<file path="config.mk">
export PLATFORM = sky130hd
export DESIGN_NAME = instr_encoder_loader
export DESIGN_NICKNAME = d
export VERILOG_FILES = /design/src/rtl/instr_encoder_loader.sv
export SDC_FILE = /design/constraint.sdc
export NUM_CORES = 1
export LEC_CHECK = 0
export CORE_MARGIN = 5
export CORE_UTILIZATION = 39
export CTS_CLUSTER_SIZE = 12
export DETAILED_ROUTE_END_ITERATION = 6
export PLACE_DENSITY = 0.92
export SYNTH_ARGS = -nofsm -noshare
export SYNTH_HDL_FRONTEND = slang
export SYNTH_SLANG_ARGS = --single-unit
</file>
<file path="constraint.sdc">
create_clock -name clk -period 2 [get_ports clk]
set_input_delay 0.4 -clock clk [delete_from_list [all_inputs] [get_ports clk]]
set_output_delay 0.4 -clock clk [all_outputs]
set_load 0.01 [all_outputs]
</file>
<file path="src/rtl/instr_encoder_loader.sv">
// instr_encoder_loader: packs MIPS instructions from valid/ready beats into consecutive imem words
module instr_encoder_loader #(
    parameter int DEPTH = 64,
    parameter int ADDR_W = 6
) (
    input  logic              clk,
    input  logic              reset,
    input  logic              start,
    input  logic              finish,
    input  logic              in_valid,
    output logic              in_ready,
    input  logic [3:0]        in_kind,
    input  logic [4:0]        in_rs,
    input  logic [4:0]        in_rt,
    input  logic [4:0]        in_rd,
    input  logic [5:0]        in_funct,
    input  logic [15:0]       in_imm,
    input  logic [25:0]       in_target,
    output logic              imem_we,
    output logic [ADDR_W-1:0] imem_addr,
    output logic [31:0]       imem_wd,
    output logic [ADDR_W:0]   count,
    output logic              busy,
    output logic              done,
    output logic              err
);
    typedef enum logic [1:0] {IDLE, LOAD, DONE} state_t;
    localparam logic [ADDR_W:0] full = (ADDR_W+1)'(DEPTH);
    state_t state;
    logic acc;
    logic legal;
    logic [5:0] op;
    logic [31:0] enc;
    assign in_ready = state == LOAD && count < full && !start;
    assign acc = in_valid && in_ready;
    assign busy = state == LOAD;
    assign done = state == DONE;
    always_comb begin
        legal = in_kind <= 4'd8;
        op = in_kind == 4'd1 ? 6'b100011 :
             in_kind == 4'd2 ? 6'b101011 :
             in_kind == 4'd3 ? 6'b000100 :
             in_kind == 4'd4 ? 6'b001000 :
             in_kind == 4'd5 ? 6'b001101 :
             in_kind == 4'd7 ? 6'b000101 :
             in_kind == 4'd8 ? 6'b001100 : 6'b000000;
        enc = in_kind == 4'd0 ? {6'b000000, in_rs, in_rt, in_rd, 5'b00000, in_funct} :
              in_kind == 4'd6 ? {6'b000010, in_target} : {op, in_rs, in_rt, in_imm};
    end
    always_ff @(posedge clk) begin
        if (reset) begin
            state <= IDLE;
            count <= '0;
            err <= 1'b0;
            imem_we <= 1'b0;
            imem_addr <= '0;
            imem_wd <= '0;
        end else begin
            imem_we <= 1'b0;
            if (start) begin
                state <= LOAD;
                count <= '0;
                err <= 1'b0;
            end else if (state == LOAD) begin
                if (acc && legal) begin
                    imem_we <= 1'b1;
                    imem_addr <= count[ADDR_W-1:0];
                    imem_wd <= enc;
                    count <= count + 1'b1;
                end
                if (acc && !legal)
                    err <= 1'b1;
                if (finish || (acc && legal && count + 1'b1 == full))
                    state <= DONE;
            end
        end
    end
endmodule

</file>
==> images/congestion_map.png <==
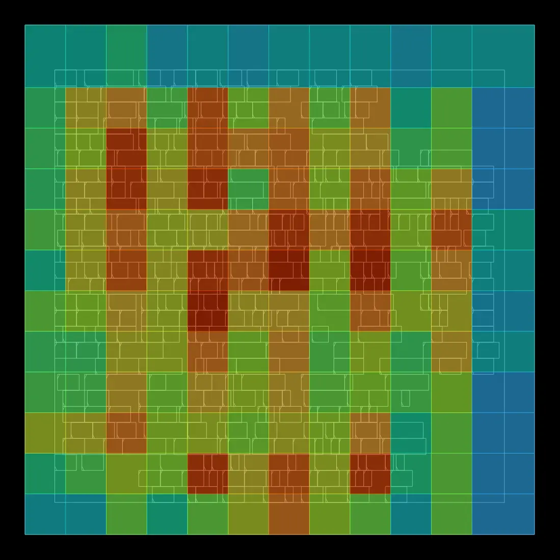
combined global-route utilization of all metal layers: 19.57%
global-route met3 utilization: 5.989%
met1 layer usage reported by global route: 22.05%
fraction of the core area covered by cells at the end of the flow: 68.45%
met2 usage: 35.47%

==> images/class_map.png <==
Bar = 20 µm.
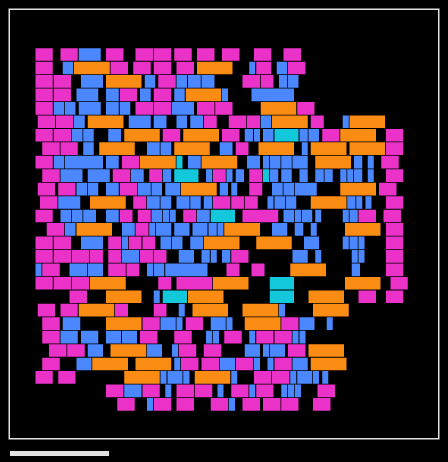
| colour | class | cells | share of their area |
|---|---|---|---|
| cyan | clock drivers and dummy loads | 8 | 2.4% |
| magenta | remaining buffers and delay cells | 151 | 39% |
| blue | remaining logic cells | 191 | 33% |
| orange | registers | 48 | 26% |

==> images/clock_wires.png <==
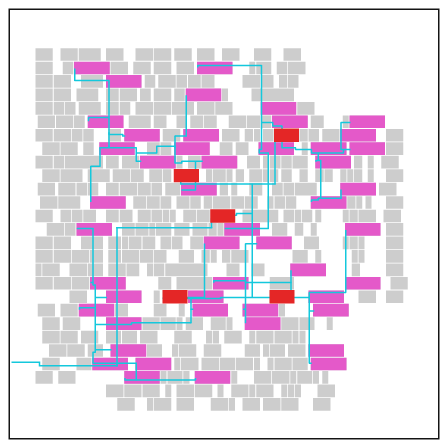
[cyan] clock wires | length: 546 µm
[red] clock-net drivers | count: 5
[magenta] flip-flops | count: 48
routed clock nets: 6

==> run summary <==
Implementation numbers.

- The number of ports placed on the die boundary is roughly 120.
- Derived from the worst setup path, the maximum achievable clock frequency is 518.4 MHz.
- The number of standard cells after synthesis is about 260.
- The critical path's most frequent cell is sky130_fd_sc_hd__buf_4.
- The depth of the worst hold-timing path reads 2.
- The share of power burned in the clock network reads 30.2%.
- The cell count after placement is around 460.
- Once the floorplan was initialized, standard cells occupied between 40 and 50% of the core.
- The highest signal layer in the routed design reads met4.
- Per the post-synthesis stats, the area per cell is 8.682 µm².
- Per the layout area report, the register area comes to between 900 and 1000 µm².
- The detailed router placed 2540 vias in this run.
- The core region is around 5600 µm².
- The overall chip area reads between 7000 and 8000 µm².
- TritonCTS reports the number of clock sinks as around 48.
- The flow ran to the end, and the final reports show no timing, DRC or antenna violations.
- The worst hold endpoint is imem_wd[31]$_SDFFE_PP0P_.
- The first-pass GRT wire length is roughly 12 mm.
- For the final database, setup skew stands at approximately 0.008 ns.
- The signal arrival time at the worst endpoint is ~2.2 ns.
- The total power divided by cell area is between 500 and 600 nW/µm².
- STA classifies the critical path endpoint as a flip-flop.
- The cell-mix breakdown from Yosys lists the adder-cell area share as less than 1%.
- At the end of routability-driven placement, the weighted congestion stood at 0.8676.
- The level count of the clock H-tree is 2.
- The class of the worst hold path is flip-flop to flip-flop.
- The relative contribution of combinational cells to total power reads about a fifth.
## area by class of cell
type	count	area share, %
Sequential cell	48	25.03
Inverter	3	0.2934
Clock buffer	8	2.347
Timing Repair Buffer	151	37.97
Tap cell	72	2.347
Multi-Input combinational cell	188	32.01
## through the flow
step                      area (µm²)  worst slack [ns]
final                           3839           0.07116
after global routing            3839         -0.009659
after CTS                       3816           0.04583
after detailed placement        3727           -0.2717
after global placement          3727           -0.1991
after floorplan                 2283            0.1372
## registers in the layout (all words and copies together) (netlist names)
register   count
imem_addr      6
imem_we        1
imem_wd       31
count          7
state          2
err            1
## synthesized netlist by cell type, drive strengths merged
| cell | number |
|---|---|
| inv | 3 |
| nand3b | 11 |
| a211oi | 1 |
| dfxtp | 48 |
| nand3 | 4 |
| nand2 | 37 |
| nor2b | 2 |
| xnor2 | 2 |
| ha | 1 |
| clkbuf | 13 |
| mux2i | 5 |
| conb | 1 |
| xor2 | 3 |
| a41oi | 1 |
| nor4b | 2 |
| buf | 11 |
| nor2 | 22 |
| a211o | 2 |
| a2111oi | 1 |
| or2 | 1 |
| and3 | 3 |
| or3 | 3 |
| o21ai | 3 |
| o21a | 3 |
| nor4 | 1 |
| a21oi | 13 |
| a31oi | 2 |
| o2bb2ai | 5 |
| o31ai | 13 |
| nand2b | 3 |
| or4 | 2 |
| nor3 | 1 |
| or4b | 1 |
| and2 | 2 |
| a311oi | 10 |
| o22ai | 23 |
| nand4 | 4 |
## power by group through the flow
| stage | Combinational (mW) | Sequential, mW | Clock [mW] |
|---|---|---|---|
| final | 0.368 | 0.976 | 0.580 |
| after global placement | 0.352 | 0.998 | 0 |
| after global routing | 0.395 | 0.978 | 0.635 |
| after detailed placement | 0.361 | 0.998 | 0 |
| after CTS | 0.362 | 0.976 | 0.599 |
| after floorplan | 0.124 | 1.00 | 0 |
Power figures rest on the tool's default switching activity, not on a simulated workload.
